Fig. 1: run 1, register map, names as in the netlist
Scale: 8 px per um. Other sequential cells in the stronger gray, the rest of the logic in the fainter gray.
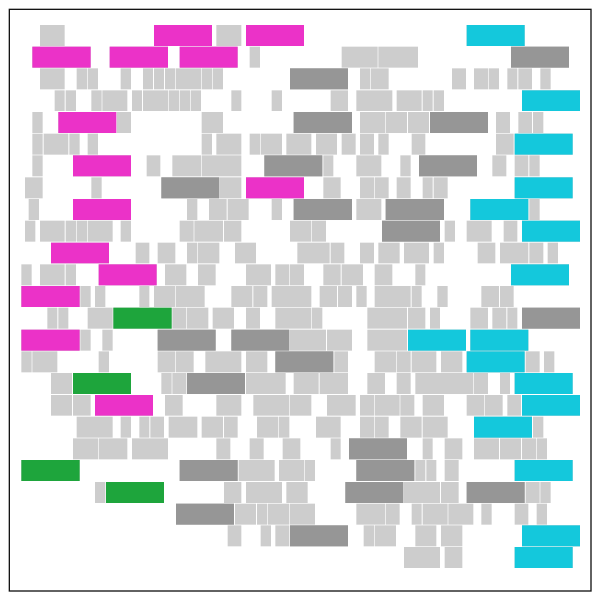
Fig. 2: run 1, wire density map
Scale: 4 px per um. The die is cut into 15 by 15 equal tiles; dark blue is low, red is high, scaled to the fullest tile. Values are wire area over tile area, all layers added.
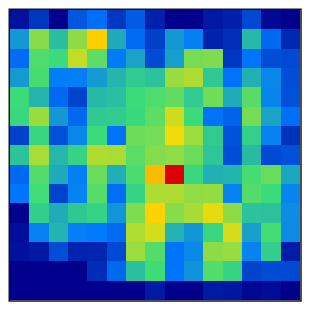
Fig. 3: run 1, I/O nets highlighted
Scale: 6 px per um.
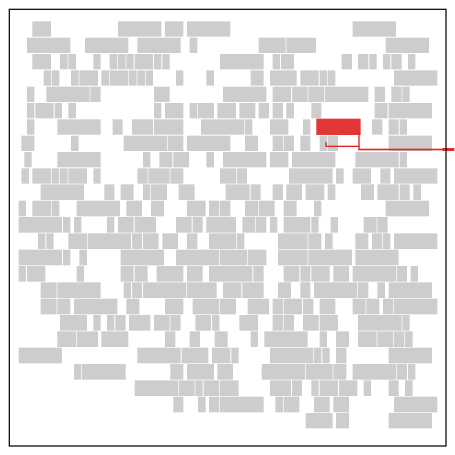
Fig. 4: run 1, metal layers overlaid
Scale: 4 px per um. Only two layers are drawn.
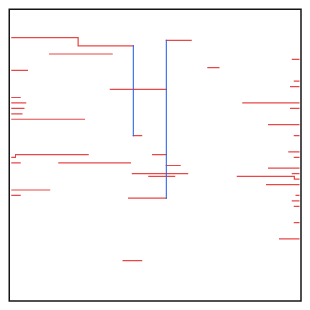
**src/rtl/bin_to_bcd_disp_if.sv**
```systemverilog
// Handshake and display bundle between a binary source and the BCD display converter.
// The master issues conversion requests; the slave returns status and display codes.
interface bin_to_bcd_disp_if #(
    parameter int BIN_W  = 14,
    parameter int DIGITS = 4
);
    logic                  start;
    logic [BIN_W-1:0]      bin;
    logic                  busy;
    logic                  done;
    logic                  ovf;
    logic [4*DIGITS-1:0]   codes;

    modport master (
        output start, bin,
        input  busy, done, ovf, codes
    );

    modport slave (
        input  start, bin,
        output busy, done, ovf, codes
    );
endinterface

```
**src/rtl/bin_to_bcd_disp.sv**
```systemverilog
// Sequential double-dabble converter producing per-digit seven-segment decoder codes
// (0-9 digit, 4'hA off, 4'hB dash) with leading-zero blanking and overflow dashes.
module bin_to_bcd_disp #(
    parameter int BIN_W    = 14,
    parameter int DIGITS   = 4,
    parameter bit BLANK_LZ = 1'b1
) (
    input  logic               clk,
    input  logic               rst,
    bin_to_bcd_disp_if.slave   bus
);
    localparam int           BCD_W   = 4 * DIGITS;
    localparam int           CNT_W   = $clog2(BIN_W + 1);
    localparam logic [63:0]  MAX_VAL = 64'(10**DIGITS - 1);

    typedef enum logic [1:0] {IDLE, SHIFT, FMT} state_t;

    state_t             state_q, state_d;
    logic [BIN_W-1:0]   sh_q, sh_d;
    logic [BCD_W-1:0]   bcd_q, bcd_d;
    logic [CNT_W-1:0]   cnt_q, cnt_d;
    logic               ovf_pend_q, ovf_pend_d;
    logic               ovf_q, ovf_d;
    logic [BCD_W-1:0]   codes_q, codes_d;
    logic               busy_q, busy_d;
    logic               done_q, done_d;

    logic [BCD_W-1:0]   adj_bcd;
    logic [BCD_W-1:0]   fmt_codes;
    logic               seen_nz;

    // Add-3 correction is per nibble; no carry propagates between digits.
    for (genvar gi = 0; gi < DIGITS; gi++) begin : g_adj
        assign adj_bcd[4*gi +: 4] = (bcd_q[4*gi +: 4] >= 4'd5) ? bcd_q[4*gi +: 4] + 4'd3
                                                               : bcd_q[4*gi +: 4];
    end

    // Blank zeros above the most significant nonzero digit; digit 0 always shows.
    always_comb begin
        seen_nz   = 1'b0;
        fmt_codes = bcd_q;
        for (int k = DIGITS - 1; k >= 0; k--) begin
            if (bcd_q[4*k +: 4] != 4'd0 || k == 0) begin
                seen_nz = 1'b1;
            end
            if (BLANK_LZ && !seen_nz) begin
                fmt_codes[4*k +: 4] = 4'hA;
            end
        end
    end

    always_comb begin
        state_d    = state_q;
        sh_d       = sh_q;
        bcd_d      = bcd_q;
        cnt_d      = cnt_q;
        ovf_pend_d = ovf_pend_q;
        ovf_d      = ovf_q;
        codes_d    = codes_q;
        busy_d     = busy_q;
        done_d     = 1'b0;
        case (state_q)
            IDLE: begin
                if (bus.start) begin
                    sh_d       = bus.bin;
                    bcd_d      = '0;
                    cnt_d      = CNT_W'(BIN_W);
                    ovf_pend_d = (64'(bus.bin) > MAX_VAL);
                    busy_d     = 1'b1;
                    state_d    = SHIFT;
                end
            end
            SHIFT: begin
                bcd_d = {adj_bcd[BCD_W-2:0], sh_q[BIN_W-1]};
                sh_d  = sh_q << 1;
                cnt_d = cnt_q - CNT_W'(1);
                if (cnt_q == CNT_W'(1)) begin
                    state_d = FMT;
                end
            end
            FMT: begin
                codes_d = ovf_pend_q ? {DIGITS{4'hB}} : fmt_codes;
                ovf_d   = ovf_pend_q;
                busy_d  = 1'b0;
                done_d  = 1'b1;
                state_d = IDLE;
            end
            default: state_d = IDLE;
        endcase
    end

    always_ff @(posedge clk) begin
        if (rst) begin
            state_q    <= IDLE;
            sh_q       <= '0;
            bcd_q      <= '0;
            cnt_q      <= '0;
            ovf_pend_q <= 1'b0;
            ovf_q      <= 1'b0;
            codes_q    <= {DIGITS{4'hA}};
            busy_q     <= 1'b0;
            done_q     <= 1'b0;
        end else begin
            state_q    <= state_d;
            sh_q       <= sh_d;
            bcd_q      <= bcd_d;
            cnt_q      <= cnt_d;
            ovf_pend_q <= ovf_pend_d;
            ovf_q      <= ovf_d;
            codes_q    <= codes_d;
            busy_q     <= busy_d;
            done_q     <= done_d;
        end
    end

    assign bus.busy  = busy_q;
    assign bus.done  = done_q;
    assign bus.ovf   = ovf_q;
    assign bus.codes = codes_q;
endmodule
```
**src/flat_wrapper.sv**
```systemverilog
// flat-port wrapper written by rule: the top's interface ports become plain ports
module bin_to_bcd_disp_flat 
#(
    parameter int BIN_W    = 14,
    parameter int DIGITS   = 4,
    parameter bit BLANK_LZ = 1'b1
)
  (clk, rst, bus_start, bus_bin, bus_busy, bus_done, bus_ovf, bus_codes);
  bin_to_bcd_disp_if #(.BIN_W(BIN_W), .DIGITS(DIGITS)) bus_i ();
  input  logic clk;
  input  logic rst;
  input wire logic [$bits(bus_i.start)-1:0] bus_start;
  input wire logic [$bits(bus_i.bin)-1:0] bus_bin;
  output wire logic [$bits(bus_i.busy)-1:0] bus_busy;
  output wire logic [$bits(bus_i.done)-1:0] bus_done;
  output wire logic [$bits(bus_i.ovf)-1:0] bus_ovf;
  output wire logic [$bits(bus_i.codes)-1:0] bus_codes;
  assign bus_i.start = bus_start;
  assign bus_i.bin = bus_bin;
  assign bus_busy = bus_i.busy;
  assign bus_done = bus_i.done;
  assign bus_ovf = bus_i.ovf;
  assign bus_codes = bus_i.codes;
  bin_to_bcd_disp #(.BIN_W(BIN_W), .DIGITS(DIGITS), .BLANK_LZ(BLANK_LZ)) u_core (.clk(clk), .rst(rst), .bus(bus_i));
endmodule
```
**config.mk**
```make
export PLATFORM = sky130hd
export DESIGN_NAME = bin_to_bcd_disp_flat
export DESIGN_NICKNAME = d
export VERILOG_FILES = /design/src/rtl/bin_to_bcd_disp_if.sv /design/src/rtl/bin_to_bcd_disp.sv /design/src/flat_wrapper.sv
export SDC_FILE = /design/constraint.sdc
export NUM_CORES = 1
export LEC_CHECK = 0
export CORE_UTILIZATION = 55
export DETAILED_ROUTE_END_ITERATION = 7
export DONT_BUFFER_PORTS = 1
export PLACE_DENSITY = 0.7
export SYNTH_ARGS = -nofsm -noshare
export SYNTH_HDL_FRONTEND = slang
export SYNTH_SLANG_ARGS = --single-unit
```
**constraint.sdc**
```tcl
create_clock -name clk -period 2.3 [get_ports clk]
set_input_delay 0.23 -clock clk [delete_from_list [all_inputs] [get_ports clk]]
set_output_delay 0.23 -clock clk [all_outputs]
set_load 0.03 [all_outputs]
```
==> results.py, run 1 <==
# Flow results
metrics = {
    "run_status": {
        "status": "finished, final reports clean",
    },
    "yosys": {
        "ys_area_mm2": 0.00274,
        "common_cells": "dfxtp_1, nand2_1, nor2_1",
    },
    "critical_path": {
        "required_ns": 2.51,
        "r2r_cells": 5,
        "crit_fanout": 6,
    },
    "final_timing": {
        "worst_pin_slew_ns": 0.650,
        "max_freq_ghz": 0.556,
        "setup_violations": 0,
    },
    "pwr": {
        "total_power_mw": 1.76,
    },
    "clocking": {
        "cts_tree": "yes",
    },
    "finish": {
        "nClkBuffers": 6,
        "inverters": 20,
        "seq-cell-share_pct": 38.7,
        "fillers": 448,
    },
    "global_route": {
        "busiest_layer": "met2",
        "antenna_found_initial": 0,
    },
    "floorplanning": {
        "chipArea_mm2": 0.00526,
        "row_count": 25,
    },
    "min_path": {
        "min_to": "u_core.bcd_q[12]",
    },
}
Notes on Fig. 1 above:
| signal | color | flops |
|---|---|---|
| `u_core.cnt_q` | green | 4 |
| `u_core.bus.codes` | cyan | 16 |
| `u_core.sh_q` | magenta | 14 |
not colored: 22
seq pwr: 1.04 mW
Reg area: 0.00112 mm^2

Notes on Fig. 2 above:
fullest tile: 0.50
nearly empty tiles: 9.3%
densest ninth of the die: center
emptiest ninth of the die: south-west
via count: 2300
WL/cell: 14.7 um
total wire length: 5730 um
global-route usage over all layers: 23.4%

Notes on Fig. 3 above:
| port | color | bits | direction | edge | end cells | buffers | wire |
|---|---|---|---|---|---|---|---|
| `bus_busy` | red | 1 | output | east | 1 | 0 | 23.1 um |
boundary pin count: 36
port bufs: 0

Notes on Fig. 4 above:
| layer | color | wire length |
|---|---|---|
| M3 | red | 275 um |
| M4 | blue | 61.9 um |

==> inputs of run 2 (changes only) <==
- PLACE_DENSITY: 0.7 -> 0.73
- clock period: 2.3 -> 1.55 ns (I/O delays scaled with it)
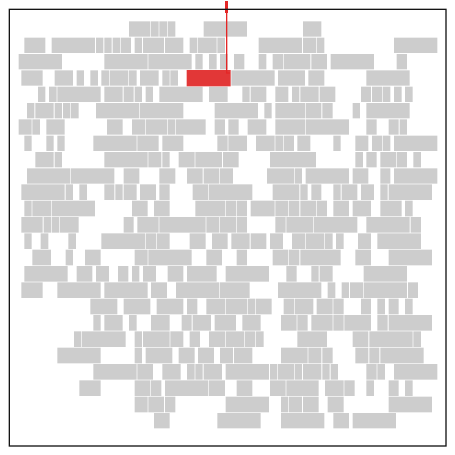
Fig. 5. I/O nets highlighted (run 2).
Scale: 6 px per um.
| port | color | bits | direction | edge | end cells | buffers | wire |
|---|---|---|---|---|---|---|---|
| `bus_busy` | red | 1 | output | north | 1 | 0 | 10.7 um |

==> results.py, run 2 <==
# Flow results
metrics = {
    "pwr": {
        "seq_cell_power_mw": 1.53,
        "total_power_mw": 2.69,
        "netSwitchingFraction_pct": 24.7,
        "p_comb_share_pct": 11.3,
    },
    "floorplanning": {
        "io-pin-count": 36,
        "row_count": 25,
        "die_w_um": 72.5,
        "core-area_mm2": 0.00475,
    },
    "place": {
        "portBuffers": 0,
    },
    "clocking": {
        "cts_tree": "yes",
        "cts-root-buf": "clkbuf_8",
    },
    "critical_path": {
        "required_ns": 1.76,
        "r2r_cells": 5,
        "crit_fanout": 5,
        "crit_start": "u_core.bcd_q[1]",
    },
    "drt": {
        "vias_per_cell": 5.86,
    },
    "final_timing": {
        "worst_pin_slew_ns": 0.509,
        "setup_violations": 0,
        "max_freq_ghz": 0.695,
    },
    "run_status": {
        "status": "finished, final reports clean",
    },
    "global_route": {
        "busiest_layer": "met2",
        "antenna_found_initial": 0,
    },
    "finish": {
        "inverters": 20,
        "seq-cell-share_pct": 35.6,
        "seq_area_mm2": 0.00112,
        "nClkBuffers": 7,
    },
    "yosys": {
        "common_cells": "dfxtp_1, nand2_1, nor2_1",
        "ys_area_mm2": 0.00274,
    },
    "min_path": {
        "min_to": "u_core.sh_q[12]",
    },
}
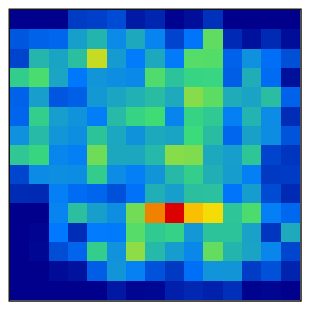
Fig. 6. Wire density map (run 2).
Scale: 4 px per um. The die is cut into 15 by 15 equal tiles; dark blue is low, red is high, scaled to the fullest tile. Values are wire area over tile area, all layers added.
densest ninth of the die: center
fullest tile: 0.67
tiles over half the peak: 9.3%
emptiest ninth of the die: south-west
mean over tiles: 0.19
WL/cell: 15.0 um
via count: 2437
total wire length: 6260 um
global-route usage over all layers: 25.1%

==> inputs of run 3 (changes only) <==
- CORE_MARGIN: unset -> 2
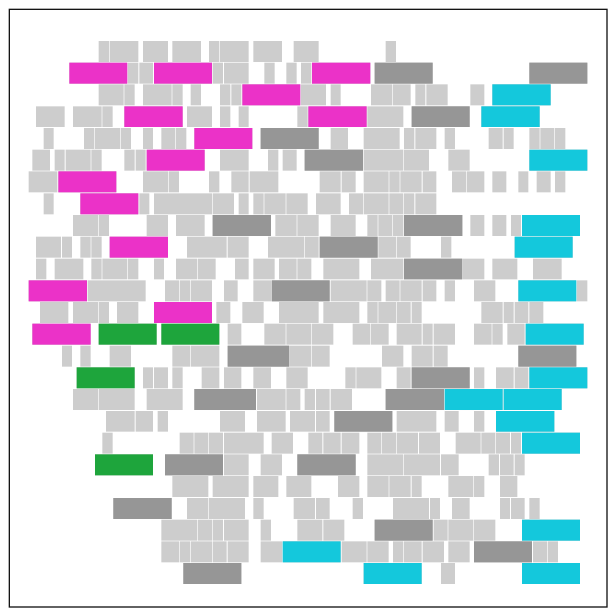
Fig. 7. Register map, names as in the netlist (run 3).
Scale: 8 px per um. Other sequential cells in the stronger gray, the rest of the logic in the fainter gray.
| signal | color | flops |
|---|---|---|
| `u_core.sh_q` | magenta | 14 |
| `u_core.cnt_q` | green | 4 |
| `u_core.bus.codes` | cyan | 16 |
not colored: 22
seq pwr: 1.53 mW
Reg area: 0.00112 mm^2

==> results.py, run 3 <==
# Flow results
metrics = {
    "run_status": {
        "status": "finished with violations",
        "violations": "negative hold slack",
    },
    "critical_path": {
        "required_ns": 1.74,
        "crit_fanout": 4,
        "r2r_cells": 5,
    },
    "floorplanning": {
        "row_count": 25,
        "die_w_um": 74.5,
        "core-area_mm2": 0.00475,
    },
    "drt": {
        "vias_per_cell": 5.77,
        "drt_wl_total_um": 6200,
    },
    "clocking": {
        "cts_tree": "yes",
    },
    "final_timing": {
        "worst_hold_slack_ns": -0.00275,
        "max_freq_ghz": 0.684,
        "finalHoldViolCount": 3,
        "setup_violations": 0,
    },
    "yosys": {
        "common_cells": "dfxtp_1, nand2_1, nor2_1",
    },
    "place": {
        "portBuffers": 0,
    },
    "pwr": {
        "p_comb_share_pct": 11.5,
        "netSwitchingFraction_pct": 25.6,
    },
    "finish": {
        "fillers": 405,
        "inverters": 20,
        "seq-cell-share_pct": 35.7,
    },
    "global_route": {
        "antenna_found_initial": 0,
    },
}
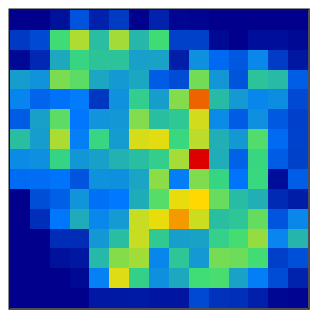
Fig. 8. Wire density map (run 3).
Scale: 4 px per um. The die is cut into 15 by 15 equal tiles; dark blue is low, red is high, scaled to the fullest tile. Values are wire area over tile area, all layers added.
emptiest ninth of the die: south-west
mean over tiles: 0.18
fullest tile: 0.60
tiles over half the peak: 18%
nearly empty tiles: 13%
via count: 2416
global-route usage over all layers: 23.8%

Power is estimated from default activity; no workload was simulated.
